[src/rtl/id_ex_operandos.sv]
// ID/EX pipeline register and EX-stage operand selector for the MIPS32 core.
// It captures the decoded instruction, forwards rs/rt from EX/MEM and MEM/WB,
// selects the ALU operands, and detects load-use hazards, stalling IF/ID while
// a bubble enters EX.
// Optional build macro: ID_EX_CONTADOR_BOLHAS_EN adds the cnt_bolhas output,
// a saturating count of the bubbles loaded by flush or load-use stall.
module id_ex_operandos #(
    parameter int DATA_W = 32,
    parameter int REG_W  = 5
) (
    input  logic              clk,
    input  logic              reset,
    input  logic              id_valid,
    input  logic [3:0]        id_codigo_controle,
    input  logic [REG_W-1:0]  id_rs,
    input  logic [REG_W-1:0]  id_rt,
    input  logic [REG_W-1:0]  id_rd,
    input  logic [DATA_W-1:0] id_rs_dado,
    input  logic [DATA_W-1:0] id_rt_dado,
    input  logic [DATA_W-1:0] id_imediato,
    input  logic [4:0]        id_shamt,
    input  logic              id_usa_rs,
    input  logic              id_usa_rt,
    input  logic              id_usa_imediato,
    input  logic              id_usa_shamt,
    input  logic              id_escreve_reg,
    input  logic              id_le_mem,
    input  logic              id_escreve_mem,
    input  logic              ex_hold,
    input  logic              flush,
    input  logic              exmem_escreve_reg,
    input  logic [REG_W-1:0]  exmem_rd,
    input  logic [DATA_W-1:0] exmem_resultado,
    input  logic              memwb_escreve_reg,
    input  logic [REG_W-1:0]  memwb_rd,
    input  logic [DATA_W-1:0] memwb_dado,
    output logic              id_stall,
    output logic              ex_valid,
    output logic [3:0]        codigo_controle,
    output logic [DATA_W-1:0] operando_A,
    output logic [DATA_W-1:0] operando_B,
    output logic [DATA_W-1:0] ex_dado_store,
    output logic [REG_W-1:0]  ex_rd,
    output logic              ex_escreve_reg,
    output logic              ex_le_mem,
    output logic              ex_escreve_mem
`ifdef ID_EX_CONTADOR_BOLHAS_EN
    ,
    output logic [31:0]       cnt_bolhas
`endif
);

    // A bubble is simply this record cleared to zero: invalid, no controls,
    // every index 0, so its operands come from register 0 and never forward.
    typedef struct packed {
        logic              valid;
        logic [3:0]        codigo;
        logic [REG_W-1:0]  rs;
        logic [REG_W-1:0]  rt;
        logic [REG_W-1:0]  rd;
        logic [DATA_W-1:0] rs_dado;
        logic [DATA_W-1:0] rt_dado;
        logic [DATA_W-1:0] imediato;
        logic [4:0]        shamt;
        logic              usa_imediato;
        logic              usa_shamt;
        logic              escreve_reg;
        logic              le_mem;
        logic              escreve_mem;
    } campos_t;

    campos_t campos_q, campos_d, entrada;
    logic    flush_pendente_q, flush_pendente_d;
    logic [DATA_W-1:0] rs_fwd, rt_fwd;

    // Register 0 is hard-wired, so it never takes a forwarded value; EX/MEM
    // is younger than MEM/WB and therefore wins when both match.
    function automatic logic [DATA_W-1:0] encaminha(
        input logic [REG_W-1:0]  idx,
        input logic [DATA_W-1:0] dado_rf,
        input logic              em_wr,
        input logic [REG_W-1:0]  em_rd,
        input logic [DATA_W-1:0] em_val,
        input logic              wb_wr,
        input logic [REG_W-1:0]  wb_rd,
        input logic [DATA_W-1:0] wb_val
    );
        logic [DATA_W-1:0] r;
        r = dado_rf;
        if (idx != '0) begin
            if (em_wr && em_rd == idx)      r = em_val;
            else if (wb_wr && wb_rd == idx) r = wb_val;
        end
        return r;
    endfunction

    assign entrada = '{
        valid:        id_valid,
        codigo:       id_codigo_controle,
        rs:           id_rs,
        rt:           id_rt,
        rd:           id_rd,
        rs_dado:      id_rs_dado,
        rt_dado:      id_rt_dado,
        imediato:     id_imediato,
        shamt:        id_shamt,
        usa_imediato: id_usa_imediato,
        usa_shamt:    id_usa_shamt,
        escreve_reg:  id_escreve_reg,
        le_mem:       id_le_mem,
        escreve_mem:  id_escreve_mem
    };

    // Load-use hazard: the load in EX cannot supply ID's source in time; a
    // frozen EX already holds the front end, so the stall is masked then.
    always_comb begin
        id_stall = 1'b0;
        if (!ex_hold && campos_q.valid && campos_q.le_mem && campos_q.rd != '0 && id_valid) begin
            id_stall = (id_usa_rs && id_rs == campos_q.rd) ||
                       (id_usa_rt && id_rt == campos_q.rd);
        end
    end

    // Next-state selection: hold (remembering any flush), then flush or
    // deferred flush, then load-use bubble, otherwise accept the decoded word.
    always_comb begin
        campos_d         = campos_q;
        flush_pendente_d = flush_pendente_q;
        if (ex_hold) begin
            flush_pendente_d = flush_pendente_q | flush;
        end else if (flush || flush_pendente_q) begin
            campos_d         = '0;
            flush_pendente_d = 1'b0;
        end else if (id_stall) begin
            campos_d = '0;
        end else begin
            campos_d = entrada;
        end
    end

    // ID/EX register with synchronous reset.
    always_ff @(posedge clk) begin
        if (reset) begin
            campos_q         <= '0;
            flush_pendente_q <= 1'b0;
        end else begin
            campos_q         <= campos_d;
            flush_pendente_q <= flush_pendente_d;
        end
    end

    // Forwarded sources and ALU operand selection, combinational in EX.
    always_comb begin
        rs_fwd = encaminha(campos_q.rs, campos_q.rs_dado, exmem_escreve_reg, exmem_rd,
                           exmem_resultado, memwb_escreve_reg, memwb_rd, memwb_dado);
        rt_fwd = encaminha(campos_q.rt, campos_q.rt_dado, exmem_escreve_reg, exmem_rd,
                           exmem_resultado, memwb_escreve_reg, memwb_rd, memwb_dado);
        if (campos_q.usa_shamt) begin
            operando_A = rt_fwd;
            operando_B = {{(DATA_W-5){1'b0}}, campos_q.shamt};
        end else begin
            operando_A = rs_fwd;
            operando_B = campos_q.usa_imediato ? campos_q.imediato : rt_fwd;
        end
    end

    assign ex_dado_store   = rt_fwd;
    assign ex_valid        = campos_q.valid;
    assign codigo_controle = campos_q.codigo;
    assign ex_rd           = campos_q.rd;
    assign ex_escreve_reg  = campos_q.valid & campos_q.escreve_reg;
    assign ex_le_mem       = campos_q.valid & campos_q.le_mem;
    assign ex_escreve_mem  = campos_q.valid & campos_q.escreve_mem;

`ifdef ID_EX_CONTADOR_BOLHAS_EN
    logic [31:0] cnt_bolhas_q;
    logic        bolha_carregada;

    assign bolha_carregada = ~ex_hold & (flush | flush_pendente_q | id_stall);

    // Saturating count of bubbles inserted by flush or load-use stall.
    always_ff @(posedge clk) begin
        if (reset) begin
            cnt_bolhas_q <= '0;
        end else if (bolha_carregada && cnt_bolhas_q != 32'hFFFF_FFFF) begin
            cnt_bolhas_q <= cnt_bolhas_q + 32'd1;
        end
    end

    assign cnt_bolhas = cnt_bolhas_q;
`endif

endmodule

[config.mk]
export PLATFORM = sky130hd
export DESIGN_NAME = id_ex_operandos
export DESIGN_NICKNAME = d
export VERILOG_FILES = /design/src/rtl/id_ex_operandos.sv
export SDC_FILE = /design/constraint.sdc
export NUM_CORES = 1
export LEC_CHECK = 0
export CORE_AREA = 2 2 130 132
export DETAILED_ROUTE_END_ITERATION = 7
export DIE_AREA = 0 0 132 134
export GPL_TIMING_DRIVEN = 0
export HOLD_SLACK_MARGIN = 0.03
export PLACE_DENSITY = 0.85
export REMOVE_ABC_BUFFERS = 1
export SYNTH_ARGS = -nofsm -noshare
export SYNTH_HDL_FRONTEND = slang
export SYNTH_SLANG_ARGS = --single-unit
export TNS_END_PERCENT = 1
[constraint.sdc]
create_clock -name clk -period 4.7 [get_ports clk]
set_input_delay 0.705 -clock clk [delete_from_list [all_inputs] [get_ports clk]]
set_output_delay 0.705 -clock clk [all_outputs]
set_load 0.005 [all_outputs]
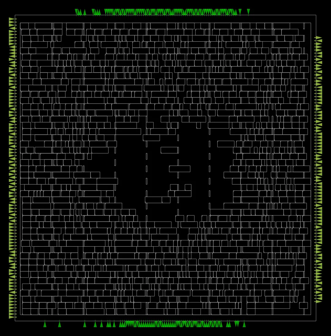
placed.png
total number of placement rows: 47
final standard cell count with taps included and fillers excluded: 1396
final cell utilization of the core: 70.14%

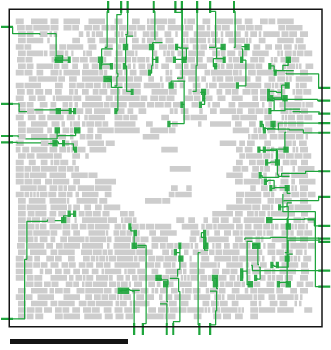
port_trees.png
The bar under the picture is 50 microns long.
Key: memwb_dado = green [bits 32, direction input, edge 12 right, 9 top, 6 bottom, 5 left, end cells 96, buffers 32, wire 1370 microns]

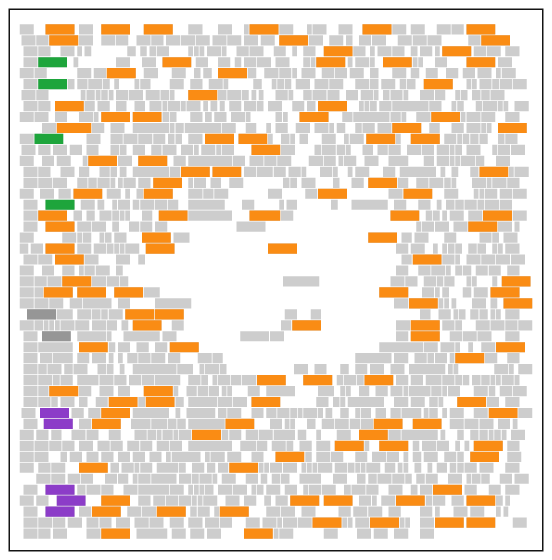
ff_map.png
Other sequential cells in the stronger grey, the rest of the logic in the fainter grey.
Key: campos_q = orange [flops 116, where widely spread]; ex_rd = purple [flops 5, where bottom left]; codigo_controle = green [flops 4, where top left]
Another 2 sequential cells are not coloured.

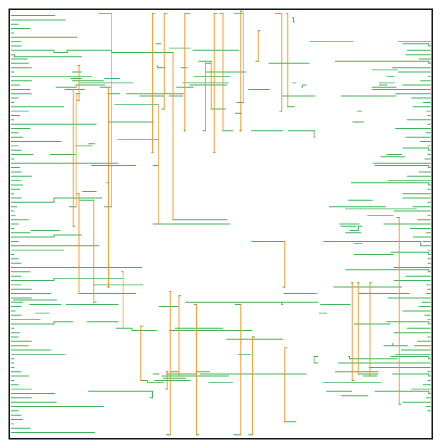
layers.png
Two of the layers only.
Key: M4 = orange [wire length 1130 microns]; M3 = green [wire length 2540 microns]

==> Table 3: Implementation characteristics <==
Table: implementation figures

Parameter                              Value

Critical path
  Cell with the largest stage delay on the worst path .................. sky130_fd_sc_hd__nor4_4
  Critical Path Max Stage Delay .................. 570 ps
  Depth of the worst register-to-register path .................. 8
  Crit Path Max Fanout .................. 32
  Buffers plus inverters on the worst setup path .................. 2
  Worst path most repeated cell .................. sky130_fd_sc_hd__clkdlybuf4s50_1
  Reg2Reg Launch Point .................. ex_rd[0]

Clocking
  Clock Tree Buf Depth .................. 2
  Deepest level of the CTS H-tree .................. 4
  Later-pin clock latency in the skew report .................. 410 ps
  Setup fix buffers added after clock tree synthesis .................. 0
  Clock slew seen by the registers of the worst setup and hold paths .................. 60 ps
  Clock tree from TritonCTS .................. done
  Hold-fix buffer count after cts .................. 0
  Clock tree root buffer cell .................. sky130_fd_sc_hd__clkbuf_16

Placed design
  Placed Cells incl. Taps .................. 1362
  Placer congestion estimate .................. 0.8536
  Post-placement worst setup slack .................. -228.9 ps

Routing
  Violation tally from detailed-route iteration zero .................. 716

Logic synthesis
  Sequential share of the synthesized area .................. 34.75%
  Mean instance size in the synthesized netlist .................. 8.111 sq um
  Largest cells by area after synthesis .................. sky130_fd_sc_hd__dfxtp_1 (35%), sky130_fd_sc_hd__a22o_1 (15%), sky130_fd_sc_hd__a221oi_1 (6.7%), sky130_fd_sc_hd__nand2_1 (6.3%), sky130_fd_sc_hd__a211o_1 (3.8%)
  Netlist cell types .................. 35

Timing
  Fin Setup TNS .................. 0 ps
  RSZ-0062 raised after global routing .................. false

Cells and area
  Combinational fraction of the cell area .................. 36.36%
  Buffers, non-clock .................. 343
  Inverter tally of the final layout excluding the clock network .................. 64
  Number of antenna diodes .................. 0

Power and ir drop
  Cell-internal power .................. 2453 uW
  P_comb .................. 574 uW
  Net switching power figure .................. 794.0 uW

GRT
  Via count of the first global-routing pass .................. 8249

Min path
  Launch point of the worst hold path .................. campos_q[2]
  End point of the most critical hold path .................. campos_q[2]

Outcome
  Status .................. finished, final reports clean
[Yosys cell counts, types with 2 or more instances]
library cell	n
sky130_fd_sc_hd__a211o_1	32
sky130_fd_sc_hd__a21oi_1	38
sky130_fd_sc_hd__a221o_1	8
sky130_fd_sc_hd__a221oi_1	56
sky130_fd_sc_hd__a22o_1	126
sky130_fd_sc_hd__a22oi_1	8
sky130_fd_sc_hd__a31oi_1	24
sky130_fd_sc_hd__and2_1	5
sky130_fd_sc_hd__and3_1	24
sky130_fd_sc_hd__buf_1	9
sky130_fd_sc_hd__buf_2	5
sky130_fd_sc_hd__buf_4	14
sky130_fd_sc_hd__clkbuf_1	73
sky130_fd_sc_hd__dfxtp_1	127
sky130_fd_sc_hd__inv_1	64
sky130_fd_sc_hd__nand2_1	122
sky130_fd_sc_hd__nand3_1	34
sky130_fd_sc_hd__nand4_1	2
sky130_fd_sc_hd__nor2_1	7
sky130_fd_sc_hd__nor2b_1	8
sky130_fd_sc_hd__nor4_1	2
sky130_fd_sc_hd__nor4_2	2
sky130_fd_sc_hd__o211ai_1	2
sky130_fd_sc_hd__o21ai_0	32
sky130_fd_sc_hd__o21bai_1	32
sky130_fd_sc_hd__o22ai_1	8
sky130_fd_sc_hd__or4_1	2
sky130_fd_sc_hd__xnor2_1	18
sky130_fd_sc_hd__xor2_1	12
[logic make-up after synthesis]
| kind of cell | Yosys count | share of synthesized area (%) |
|---|---|---|
| AND-OR/OR-AND | 368 | 38.79 |
| AND/OR/NAND/NOR | 212 | 13.60 |
| buffers and inverters | 165 | 9.270 |
| flip-flops | 127 | 34.75 |
| XOR/XNOR | 30 | 3.592 |
[layer usage]
layer / wire, microns / global-route usage [%]
met1: 10980 / 37.60
met2: 13490 / 52.05
met3: 2536 / 7.294
met4: 1132 / 15.64
met5: 0 / 0
Power figures rest on the tool's default switching activity, not on a simulated workload.
